### M3 wires, run 1

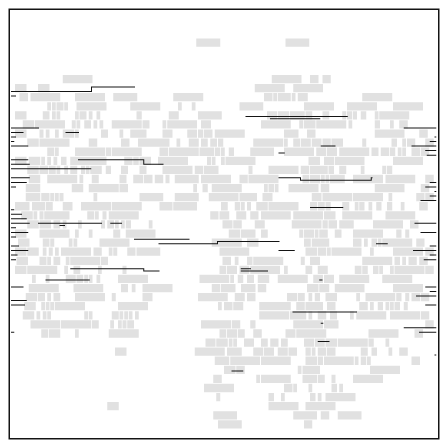
### Wiring heat map, run 1

Scale bar: 50 µm. 26 x 26 tiles, from white (low) to dark blue (high), scaled to the fullest tile. Values are wire area over tile area, all layers added.
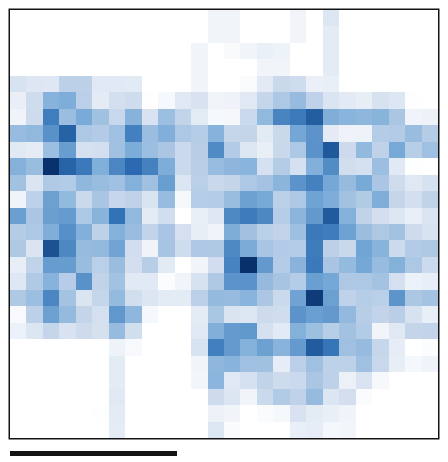
### Routed clock nets over the placement, run 1

Scale bar: 50 µm.
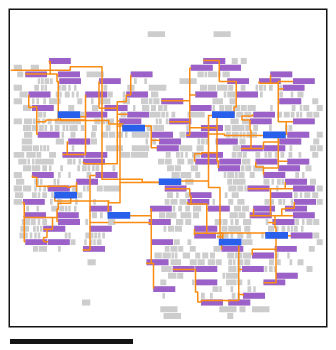
==> config.mk <==
export PLATFORM = sky130hd
export DESIGN_NAME = bin_to_bcd_seq
export DESIGN_NICKNAME = d
export VERILOG_FILES = /design/src/rtl/bin_to_bcd_seq.sv
export SDC_FILE = /design/constraint.sdc
export NUM_CORES = 1
export LEC_CHECK = 0
export ABC_CLOCK_PERIOD_IN_PS = 1700
export CORE_UTILIZATION = 30
export DETAILED_ROUTE_END_ITERATION = 16
export SLEW_MARGIN = 20
export SYNTH_ARGS = -nofsm -noshare
export SYNTH_HDL_FRONTEND = slang
export SYNTH_SLANG_ARGS = --single-unit
==> constraint.sdc <==
create_clock -name clock -period 1.7 [get_ports clock]
set_clock_uncertainty 0.15 [all_clocks]
set_input_delay 0.255 -clock clock [delete_from_list [all_inputs] [get_ports clock]]
set_output_delay 0.255 -clock clock [all_outputs]
set_load 0.05 [all_outputs]
==> src/rtl/bin_to_bcd_seq.sv <==
// Sequential binary-to-BCD converter (shift-and-add-3) with a start/busy/done handshake.
// bcd_out holds the last complete result, so a downstream display never sees partial values.
module bin_to_bcd_seq #(
    parameter int unsigned N_BITS   = 27,
    parameter int unsigned N_DIGITS = 8
) (
    input  logic                  clock,
    input  logic                  reset,
    input  logic                  start,
    input  logic [N_BITS-1:0]     bin_in,
    output logic [4*N_DIGITS-1:0] bcd_out,
    output logic                  busy,
    output logic                  done,
    output logic                  overflow
);

    localparam int unsigned BcdW = 4 * N_DIGITS;
    localparam int unsigned CntW = $clog2(N_BITS + 1);

    function automatic logic [63:0] pow10(input int unsigned n);
        logic [63:0] p;
        p = 64'd1;
        for (int unsigned i = 0; i < n; i++) begin
            p = p * 64'd10;
        end
        return p;
    endfunction

    localparam logic [63:0] OvfLimit = pow10(N_DIGITS);

    typedef enum logic [1:0] {StIdle, StShift, StDone} state_e;

    state_e            state;
    logic [N_BITS-1:0] bin_sr;
    logic [BcdW-1:0]   acc;
    logic [BcdW-1:0]   acc_adj;
    logic [CntW-1:0]   cnt;
    logic              ovf_pending;
    logic              in_ovf;

    // Compare at full width so values between 10^N_DIGITS and 2^N_BITS-1 are caught.
    assign in_ovf = (64'(bin_in) >= OvfLimit);

    always_comb begin
        acc_adj = acc;
        for (int unsigned i = 0; i < N_DIGITS; i++) begin
            if (acc[4*i +: 4] >= 4'd5) begin
                acc_adj[4*i +: 4] = acc[4*i +: 4] + 4'd3;
            end
        end
    end

    always_ff @(posedge clock or negedge reset) begin
        if (!reset) begin
            state       <= StIdle;
            bin_sr      <= '0;
            acc         <= '0;
            cnt         <= '0;
            ovf_pending <= 1'b0;
            bcd_out     <= '0;
            busy        <= 1'b0;
            done        <= 1'b0;
            overflow    <= 1'b0;
        end else begin
            done <= 1'b0;
            unique case (state)
                StIdle: begin
                    if (start) begin
                        bin_sr      <= bin_in;
                        acc         <= '0;
                        cnt         <= CntW'(N_BITS);
                        ovf_pending <= in_ovf;
                        busy        <= 1'b1;
                        state       <= StShift;
                    end
                end
                StShift: begin
                    acc    <= {acc_adj[BcdW-2:0], bin_sr[N_BITS-1]};
                    bin_sr <= {bin_sr[N_BITS-2:0], 1'b0};
                    cnt    <= cnt - CntW'(1);
                    if (cnt == CntW'(1)) begin
                        state <= StDone;
                    end
                end
                StDone: begin
                    bcd_out  <= ovf_pending ? {N_DIGITS{4'h9}} : acc;
                    overflow <= ovf_pending;
                    done     <= 1'b1;
                    busy     <= 1'b0;
                    state    <= StIdle;
                end
                default: begin
                    state <= StIdle;
                end
            endcase
        end
    end

endmodule

==> flow_metrics.py, run 1 <==
# Synthesis and PnR figures
metrics = {
    "setup_path": {
        "critPathCaptureType": "register",
        "r2r_cells": 7,
        "r2r_slack_ps": 60,
        "arrival_ps": 1790,
        "worstPathMaxFanout": 4,
        "worstSetupStartpointType": "register",
        "crit_chain": "inv_1, ha_1, nand2b_1, a21oi_1, buf_4, mux2i_1, a22o_1",
        "r2r_end": "acc[6]",
        "crit_buf_inv": 2,
    },
    "pwr": {
        "p_per_area_nw_per_um2": 1800,
        "vdd_drop_max_uv": 692,
    },
    "layout": {
        "seq_cells": 102,
        "syn2layout_area_growth_pct": 31.7,
        "finalNetCount": 618,
        "fillers": 1513,
        "comb_area_frac": 0.332,
        "drive_above_1_share": 0.190,
        "num_antenna_cells": 0,
        "post-route-util": 0.409,
        "seqAreaFraction": 0.407,
        "regArea_um2": 2550,
        "clkCellAreaFrac": 0.0476,
        "final-comb-area_um2": 2090,
        "nMultiInputCombCells": 339,
        "num-nonclk-buffers": 98,
    },
    "die": {
        "die_area_um2": 16400,
        "die_x_um": 128,
        "rows": 45,
        "core_um2": 15400,
        "ioPinCount": 65,
        "fp-utilization": 0.310,
        "num_tap_cells": 211,
    },
    "clock_tree": {
        "clock_sinks": 102,
        "root_buffer": "clkbuf_16",
        "clkSlewWorstSetupHoldPaths_ps": 70,
        "cts_resized": 2,
        "cts_setup_buffers": 0,
        "cts_tree": "done",
    },
    "logic_synthesis": {
        "synth_area_per_cell_um2": 9.72,
        "syn-cell-area_um2": 4770,
        "async_reset_ff_frac": 1.00,
        "top_area_frac": 0.535,
        "synthesis.instances": 491,
        "edf_count": 0,
        "top_area_cell": "dfrtp_1",
        "synth_cell_types": 34,
        "ys_seq_elements": 102,
    },
    "detailed_routing": {
        "via_per_inst": 4.77,
        "drt-met1-wl_um": 5060,
        "met2_length_um": 4740,
        "drc": 0,
        "drtPass1Iterations": 5,
        "drt_iter0_markers": 177,
    },
    "job": {
        "maxCapViolations": 0,
    },
    "sta": {
        "fin_crit_sh": 0.966,
        "setup_viol": 0,
        "finalSetupTns_ps": 0,
        "hold_viol": 0,
        "rsz0062_at_grt": "no",
        "tightest_slew_ps": 405,
    },
    "global_route": {
        "track_usage": 0.141,
        "antenna_found_initial": 0,
        "overflow": 0,
        "grt_max_degree": 63,
        "grt_use_met1": 0.183,
        "use_met2": 0.227,
        "grt_pass1_wl_um": 18200,
    },
    "outcome": {
        "status": "finished, final reports clean",
    },
}
## Picture notes: 'M3 wires'
main direction = horizontal
nets with wire on the layer = 65
share of all routed wire = 4.9%
wire length on this layer = 512 µm
GRT met3 Usage: 0.0367
vias after detailed routing: 3746
overall routed net length: 10400 µm

## Picture notes: 'Wiring heat map'
mean over tiles = 0.10
emptiest ninth of the die = bottom left
nearly empty tiles = 29%
fullest tile = 0.44
tiles over half the peak = 12%

## Picture notes: 'Routed clock nets over the placement'
clock wires -> orange  # length 1290 µm
flip-flops -> purple  # count 102
clock-net drivers -> blue  # count 9
routed clock nets = 10

==> run 1: worst min-delay path, stage by stage <==
cell            delay (ps)
dlymetal6s2s_1         130
nand2_1                 60
a31oi_1                 70
==> run 1: cell families (layout without fill, tap and decap cells) <==
kind of cell / after synthesis / after routing / synth area share
AND-OR/OR-AND: 127 / 127 / 0.173
XOR/XNOR: 16 / 16 / 0.0294
adder cells (fa/ha/maj): 18 / 18 / 0.0472
buffers and inverters: 50 / 133 / 0.0417
flip-flops: 102 / 102 / 0.535
multiplexers: 9 / 9 / 0.0191
AND/OR/NAND/NOR: 169 / 169 / 0.154
==> run 1: registers in the layout, summed over array words and instances (netlist names) <==
name,cells
acc,32
overflow,1
cnt,5
bin_sr,27
done,1
state,2
bcd_out,32
ovf_pending,1
busy,1
==> run 1: report_power, final <==
group          total [W]  switching, W  leakage, nW  internal (W)
Clock            0.00208      0.000897        0.146       0.00118
Sequential       0.00411      0.000739         1.30       0.00337
Combinational    0.00512       0.00284         1.42       0.00228
==> run 1: stage by stage <==
stage | hold WS (ps) | cell area, µm² | power (W) | setup slack [ps]
after floorplan | -191 | 4770 | 0.00740 | 148
after global placement | -33.5 | 5910 | 0.00900 | -312
after detailed placement | -32.4 | 5910 | 0.00918 | -317
after CTS | 130 | 6220 | 0.0113 | 14.2
after global routing | 63.0 | 6280 | 0.0122 | 5.21
final | 67.3 | 6280 | 0.0113 | 58.3
==> run 1: placed cells by master, fill, tap and decap left out, drive strengths merged <==
| cell type | netlist | routed |
|---|---|---|
| mux2 | 1 | 1 |
| a22o | 8 | 8 |
| nand2b | 21 | 21 |
| dlygate4sd3 | 0 | 1 |
| nand4 | 1 | 1 |
| dfrtp | 102 | 102 |
| dlymetal6s2s | 0 | 3 |
| o32ai | 6 | 6 |
| a31oi | 24 | 24 |
| or4 | 1 | 1 |
| a21oi | 12 | 12 |
| ha | 18 | 18 |
| nand2 | 90 | 90 |
| a22oi | 2 | 2 |
| o21ai | 39 | 39 |
| buf | 9 | 69 |
| nor2 | 45 | 45 |
| nor3b | 1 | 1 |
| clkdlybuf4s50 | 0 | 25 |
| a221o | 2 | 2 |
| bufinv | 0 | 1 |
| o21bai | 1 | 1 |
| clkbuf | 21 | 11 |
| o31ai | 16 | 16 |
| mux2i | 8 | 8 |
| nor3 | 1 | 1 |
| and4b | 1 | 1 |
| nor4b | 1 | 1 |
| inv | 20 | 21 |
| nor2b | 3 | 3 |
| nor4 | 3 | 3 |
| a32o | 8 | 8 |
| and2 | 1 | 1 |
| clkinv | 0 | 2 |
| xnor2 | 10 | 10 |
| o22ai | 9 | 9 |
| xor2 | 6 | 6 |
==> run 1: how the worst min path moves through the flow <==
stage                         start          to  slack [ps]  depth (start not counted)
final                     bin_in[9]   bin_sr[9]          70                          3
after global placement        reset  bin_sr[22]         -30                          1
after detailed placement      reset  bin_sr[22]         -30                          1
after global routing      bin_in[9]   bin_sr[9]          60                          3
after CTS                     reset  bin_sr[22]         130                          2
after floorplan               reset      acc[0]        -190                          0
==> run 1 -> run 2 <==
--- a/config.mk
+++ b/config.mk
@@ -8,7 +8,7 @@
 export ABC_CLOCK_PERIOD_IN_PS = 1700
 export CORE_UTILIZATION = 30
 export DETAILED_ROUTE_END_ITERATION = 16
-export SLEW_MARGIN = 20
+export SLEW_MARGIN = 30
 export SYNTH_ARGS = -nofsm -noshare
 export SYNTH_HDL_FRONTEND = slang
 export SYNTH_SLANG_ARGS = --single-unit
### Layout detail, run 2

Region (44, 44) to (84, 84) µm. Cells in grey, sequential cells in the stronger grey; small squares are vias.
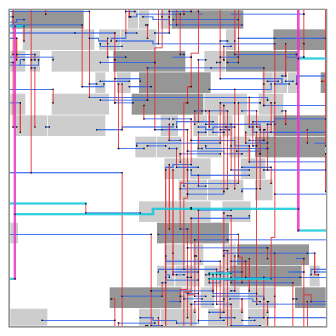
M2 -> red
M4 -> magenta
M1 -> blue
M3 -> cyan
most frequent = dfrtp_1 (13)
netlist names of flops here include = acc (8), bcd_out (2), cnt (2)
sequential cells in the window = 13
cells with their middle in the window = 67

==> run 2 against run 1 <==
  * Clock-buffer cell count unchanged
  * Global-route usage did not move
  * Fmax did not move
  * Critical path depth unchanged
  * Power unchanged
  * Non-clock buffer count unchanged
  * Sequential share of layout area unchanged
  * First-iteration DRC count unchanged
  * Die size stayed put
  * Synthesized cell count stayed put
  * Final area did not move
  * Core utilization unchanged
  * Highest routed layer unchanged
==> flow_metrics.py, run 2 <==
# Synthesis and PnR figures
metrics = {
    "outcome": {
        "status": "finished, final reports clean",
    },
    "global_route": {
        "grt_max_degree": 63,
        "grt_pass1_vias": 3822,
        "grt_pass1_wl_um": 18200,
        "antenna_found_initial": 0,
        "overflow": 0,
        "track_usage": 0.141,
    },
    "detailed_routing": {
        "routed_wl_um": 10400,
        "drc": 0,
        "routed-via-count": 3746,
        "routedWlPerCell_um": 13.3,
        "detail-route-antenna-nets": 0,
        "drt_iter0_markers": 177,
        "drtPass1Iterations": 5,
        "via_per_inst": 4.77,
    },
    "setup_path": {
        "r2r_end": "acc[6]",
        "worstPathMaxFanout": 4,
        "cp_slowest_stage_delay_ps": 420,
        "arrival_ps": 1790,
        "critPathRequiredTime_ps": 1840,
        "endpoint": "acc[6]",
        "slowest_stage": "dfrtp_1",
        "worstSetupStartpointType": "register",
        "r2r_slack_ps": 60,
        "path_class": "reg -> reg",
        "r2r_cells": 7,
        "crit_chain": "inv_1, ha_1, nand2b_1, a21oi_1, buf_4, mux2i_1, a22o_1",
        "startpoint": "acc[4]",
        "timing.rr.start": "acc[4]",
        "critPathCaptureType": "register",
    },
    "logic_synthesis": {
        "synthesis.instances": 491,
        "ys_seq_share": 0.535,
        "yosysCellCount": 491,
        "synth_cell_types": 34,
        "topCellsByArea": "dfrtp_1, nand2_1, ha_1",
        "synth_nets": 539,
        "synth_area_per_cell_um2": 9.72,
        "syn-cell-area_um2": 4770,
        "ys_seq_elements": 102,
        "ys_chip_area_um2": 4770,
        "top_area_cell": "dfrtp_1",
        "most_common_cell": "dfrtp_1",
        "async_reset_ff_frac": 1.00,
        "top_area_frac": 0.535,
        "synthFlopType": "dfrtp_1",
        "edf_count": 0,
        "synthTopCellsByCount": "dfrtp_1, nand2_1, nor2_1",
        "synth_warnings": 0,
    },
    "sta": {
        "finalSetupTns_ps": 0,
        "fmax_mhz": 609,
        "worst_slack_ps": 58.3,
        "hold_viol": 0,
        "rsz0062_at_grt": "no",
        "fin_crit_sh": 0.966,
        "relSlewSlack": 0.726,
        "hold_slack_ps": 67.3,
        "fin_crit_ps": 1640,
        "tightest_slew_ps": 405,
        "setup_viol": 0,
    },
    "clock_tree": {
        "cts_tree": "done",
        "cts_buffers": 9,
        "clk_latency_ps": 350,
        "clock_sinks": 102,
        "cts_buffer_depth": 2,
        "htreeDepth": 3,
        "clkSlewWorstSetupHoldPaths_ps": 70,
        "root_buffer": "clkbuf_16",
    },
    "layout": {
        "finalNetCount": 618,
        "instances_no_fill": 785,
        "reg_top3": "acc: 32 flops, bcd_out: 32 flops, bin_sr: 27 flops",
        "final_layout_top_logic_cells": "dfrtp_1, nand2_1, buf_4, nor2_1, o21ai_0",
        "syn2layout_area_growth_pct": 31.7,
        "num_antenna_cells": 0,
        "drive_above_1_share": 0.190,
        "regArea_um2": 2550,
        "final_common_cell": "dfrtp_1",
        "final-comb-area_um2": 2090,
        "fillers": 1513,
    },
    "pwr": {
        "power_w": 0.0113,
        "p_leak_nw": 2.87,
        "p_per_area_nw_per_um2": 1800,
        "vdd_drop_max_uv": 692,
    },
    "die": {
        "ioPinCount": 65,
        "die_area_um2": 16400,
        "die_x_um": 128,
        "rows": 45,
        "core_um2": 15400,
        "fp-utilization": 0.310,
        "die_y_um": 128,
    },
    "placement": {
        "gp_congestion": 0.775,
        "portBuffers": 64,
        "dp_slack_ps": -317,
    },
    "hold_path": {
        "hold_class": "in -> reg",
    },
    "job": {
        "maxCapViolations": 0,
        "warnings": 35,
    },
}
==> run 2: cell counts after synthesis <==
No cell type changed its count.
==> run 2: critical path, delay by kind of cell, from the launching register on <==
family	cells	cell delay (ps)
buffers and inverters	2	260
flip-flops	1	420
adder cells (fa/ha/maj)	1	190
AND-OR/OR-AND	2	300
multiplexers	1	200
AND/OR/NAND/NOR	1	70
==> run 2: per-stage QoR <==
stage                     cell area [µm²]   util
final                                6280  0.409
after detailed placement             5910  0.384
after floorplan                      4770      -
after CTS                            6220  0.405
after global routing                 6280  0.409
after global placement               5910  0.384
==> run 2: cell families after synthesis <==
kind of cell	share of synthesized area
fa+ha+maj	0.0472
flops	0.535
mux	0.0191
xor+xnor	0.0294
compound gates	0.173
buf+inv	0.0417
simple gates	0.154
==> run 2: worst min-delay path by stage <==
stage | startpoint | end | slack [ps] | cells after the start
global route | bin_in[9] | bin_sr[9] | 60 | 3
global placement | reset | bin_sr[22] | -30 | 1
CTS | reset | bin_sr[22] | 130 | 2
floorplan | reset | acc[0] | -190 | 0
finish | bin_in[9] | bin_sr[9] | 70 | 3
detailed placement | reset | bin_sr[22] | -30 | 1
==> run 2: power by group <==
| group | internal [W] | switching, W |
|---|---|---|
| combinational | 0.00228 | 0.00284 |
| sequential | 0.00337 | 0.000739 |
| clock | 0.00118 | 0.000897 |
| total | 0.00684 | 0.00447 |
==> run 2: per-layer routing <==
| layer | track usage | up-vias | part of all wire |
|---|---|---|---|
| met1 | 0.183 | 1778 | 0.48 |
| li1 | - | 1863 | - |
| met2 | 0.227 | 92 | 0.45 |
| met4 | 0.0471 | 0 | 0.013 |
| met3 | 0.0367 | 13 | 0.049 |
| met5 | 0 | - | 0 |
==> run 2: timing repair <==
action                                  4_1_cts  5_1_grt
pin swaps                                     0        3
gates resized                                 2       22
endpoints found under the setup margin        2       25
gates cloned                                  0        0
endpoints found under the hold margin       102        0
hold buffers                                  1        0
buffers inserted                              0        1
==> run 2: cell type report <==
| cell class | instances | share of cell area |
|---|---|---|
| Timing Repair Buffer | 98 | 0.160 |
| Tap cell | 211 | 0.0420 |
| Clock buffer | 11 | 0.0386 |
| Sequential cell | 102 | 0.407 |
| Inverter | 20 | 0.0119 |
| Multi-Input combinational cell | 339 | 0.332 |
| Clock inverter | 4 | 0.00896 |
==> run 2 -> run 3 <==
--- a/config.mk
+++ b/config.mk
@@ -6,8 +6,9 @@
 export NUM_CORES = 1
 export LEC_CHECK = 0
 export ABC_CLOCK_PERIOD_IN_PS = 1700
-export CORE_UTILIZATION = 30
+export CORE_UTILIZATION = 55
 export DETAILED_ROUTE_END_ITERATION = 16
+export PLACE_DENSITY = 0.8
 export SLEW_MARGIN = 30
 export SYNTH_ARGS = -nofsm -noshare
 export SYNTH_HDL_FRONTEND = slang
### M3 wires, run 3

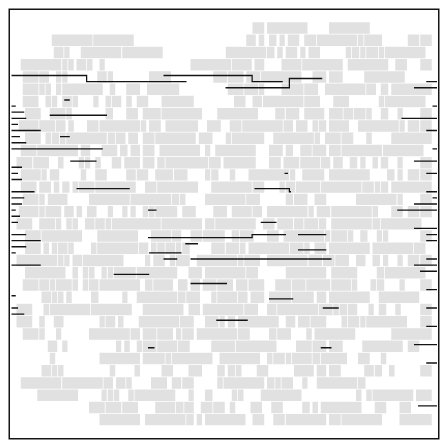
wire length on this layer = 413 µm
share of all routed wire = 4.2%
nets with wire on the layer = 64
longest straight run = 31.1 µm

==> run 3 against run 2 <==
  * Clock power decreased by 24%
  * Largest cell class unchanged
  * Critical endpoint is now acc[10]
  * Via count decreased by 0.21%
  * Worst hold slack got worse by 27 ps
==> flow_metrics.py, run 3 <==
# Synthesis and PnR figures
metrics = {
    "outcome": {
        "status": "finished, final reports clean",
    },
    "detailed_routing": {
        "drtPass1Iterations": 4,
        "routed_wl_um": 9910,
        "routedWlPerCell_um": 14.6,
        "detail-route-antenna-nets": 0,
        "via_per_inst": 5.52,
        "routed-via-count": 3738,
        "drt_iter0_markers": 185,
        "drc": 0,
    },
    "layout": {
        "finalNetCount": 615,
        "final_common_cell": "dfrtp_1",
        "num_antenna_cells": 0,
        "reg_top3": "acc: 32 flops, bcd_out: 32 flops, bin_sr: 27 flops",
        "drive_above_1_share": 0.184,
        "syn2layout_area_growth_pct": 24.2,
        "final_layout_top_logic_cells": "dfrtp_1, nand2_1, buf_4, nor2_1, o21ai_0",
        "final_area_um2": 5930,
    },
    "die": {
        "rows": 33,
        "die_x_um": 95.1,
        "core_um2": 8300,
        "fp-utilization": 0.575,
        "ioPinCount": 65,
        "die_y_um": 95.1,
        "die_area_um2": 9050,
    },
    "global_route": {
        "antenna_found_initial": 0,
        "grt_pass1_vias": 3725,
        "grt_pass1_wl_um": 17100,
        "grt_max_degree": 103,
        "track_usage": 0.242,
        "overflow": 0,
    },
    "pwr": {
        "p_int_w": 0.00618,
        "p_sw_w": 0.00449,
        "power_w": 0.0107,
        "p_clk_frac": 0.150,
        "p_per_area_nw_per_um2": 1800,
        "vdd_drop_max_uv": 944,
        "swShare": 0.421,
        "comb_power_share": 0.467,
        "p_leak_nw": 2.78,
        "seqPwrFrac": 0.384,
    },
    "placement": {
        "portBuffers": 64,
        "gp_congestion": 0.793,
        "place_area_um2": 5630,
        "dp_hpwl_um": 6570,
    },
    "logic_synthesis": {
        "synth_cell_types": 34,
        "ys_chip_area_um2": 4770,
        "top_area_cell": "dfrtp_1",
        "synthesis.instances": 491,
        "yosysCellCount": 491,
        "synthFlopType": "dfrtp_1",
        "async_reset_ff_frac": 1.00,
        "synth_warnings": 0,
        "ys_seq_share": 0.535,
        "edf_count": 0,
        "top_area_frac": 0.535,
        "topCellsByArea": "dfrtp_1, nand2_1, ha_1",
        "most_common_cell": "dfrtp_1",
        "synthTopCellsByCount": "dfrtp_1, nand2_1, nor2_1",
        "syn-cell-area_um2": 4770,
        "ys_seq_elements": 102,
        "synth_area_per_cell_um2": 9.72,
        "synth_nets": 539,
    },
    "setup_path": {
        "path_class": "reg -> reg",
        "slowest_stage": "dfrtp_1",
        "arrival_ps": 1780,
        "r2r_slack_ps": 80,
        "crit_chain": "inv_1, ha_1, nand2b_1, a21oi_1, buf_4, mux2i_1, a22o_1",
        "critPathRequiredTime_ps": 1860,
        "cp_slowest_stage_delay_ps": 430,
        "critPathCaptureType": "register",
        "worstSetupStartpointType": "register",
        "worstPathMaxFanout": 4,
    },
    "sta": {
        "setup_viol": 0,
        "fmax_mhz": 616,
        "finalSetupTns_ps": 0,
        "fin_crit_ps": 1620,
        "finalMaxSlewViolations": 0,
        "relSlewSlack": 0.634,
        "hold_slack_ps": 39.8,
        "hold_viol": 0,
        "tightest_slew_ps": 549,
        "fin_crit_sh": 0.954,
    },
    "clock_tree": {
        "cts_tree": "done",
        "htreeDepth": 3,
        "cts_buffer_depth": 2,
        "clock_sinks": 102,
        "cts_buffers": 9,
        "clk_latency_ps": 370,
        "clkSlewWorstSetupHoldPaths_ps": 100,
        "root_buffer": "clkbuf_8",
    },
    "job": {
        "warnings": 37,
        "maxCapViolations": 0,
    },
    "hold_path": {
        "hold_class": "in -> reg",
    },
}
## run 3: netlist changes by cell type in the layout (fill, tap and decap cells not counted), sizes merged
cell / change
clkinvlp: +1
inv: +2
clkbuf: -2
buf: -3
## run 3: layer usage
layer  part of all wire  GRT usage
met4              0.014     0.0732
met3              0.042     0.0478
met2               0.46      0.401
met5                  0          0
met1               0.48      0.321
## run 3: cell families after synthesis
logic type,after synthesis,synth area share
XOR/XNOR,16,0.0294
flip-flops,102,0.535
AND-OR/OR-AND,127,0.173
adder cells (fa/ha/maj),18,0.0472
AND/OR/NAND/NOR,169,0.154
multiplexers,9,0.0191
buffers and inverters,50,0.0417
## run 3: worst paths after layout
kind,startpoint,end,cells after the start
min in group asynchronous,reset,bcd_out[14],3
worst min-delay path,bin_in[17],bin_sr[17],3
max in group asynchronous,reset,acc[30],3
worst max register to register,acc[8],acc[10],7
worst min register to register,bcd_out[18],bcd_out[18],2
worst max-delay path,acc[8],acc[10],7
## run 3: repair_timing
item / CTS / global route
gates resized: 3 / 20
pin swaps: 0 / 6
buffers inserted: 0 / 1
hold endpoints to repair: 102 / 0
cloned: 0 / 0
hold buffers: 1 / 0
endpoints found under the setup margin: 3 / 15
## run 3: area by class of cell
cell class	count	area (µm²)
Sequential cell	102	2550
Timing Repair Buffer	95	868
Tap cell	105	131
Inverter	20	75.1
Multi-Input combinational cell	339	2090
Clock buffer	9	124
Fill cell	620	2370
Clock inverter	7	80.1
## run 3: stage by stage
| stage | cells | utilization | worst slack [ps] |
|---|---|---|---|
| floorplan | 491 | - | 148 |
| global placement | 659 | 0.679 | -350 |
| detailed placement | 659 | 0.679 | -365 |
| CTS | 676 | 0.706 | 11.2 |
| global route | 677 | 0.714 | -8.60 |
| finish | 677 | 0.714 | 77.5 |
## run 3: worst max-delay path, delay by kind of cell (launching register included)
kind | cells | cell delay (ps)
AND/OR/NAND/NOR | 1 | 70
flip-flops | 1 | 430
buffers and inverters | 2 | 240
AND-OR/OR-AND | 2 | 300
adder cells (fa/ha/maj) | 1 | 200
multiplexers | 1 | 180
## run 3: power groups by stage
stage | combinational [W] | clock, W | sequential, W
floorplan | 0.00277 | 0 | 0.00463
finish | 0.00498 | 0.00159 | 0.00409
CTS | 0.00489 | 0.00162 | 0.00405
global route | 0.00553 | 0.00172 | 0.00423
global placement | 0.00467 | 0 | 0.00402
detailed placement | 0.00483 | 0 | 0.00408

==> layout pictures side by side <==
Clock wiring as the flow saved it.
Plate I
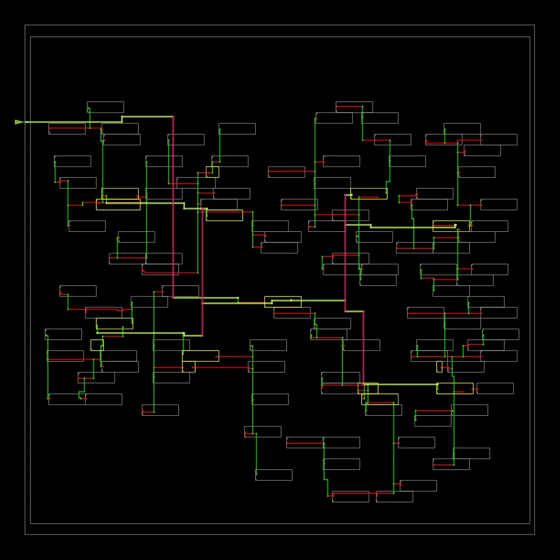
Plate II
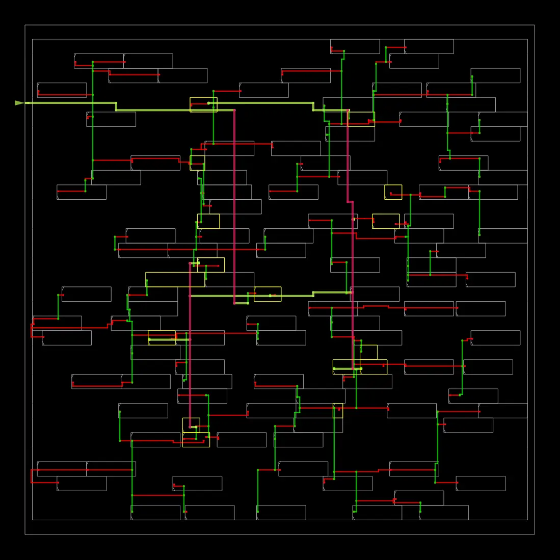
Plate II: run 3
Plate I: run 1

No activity file was given, so power comes from the tool's default toggle rates.
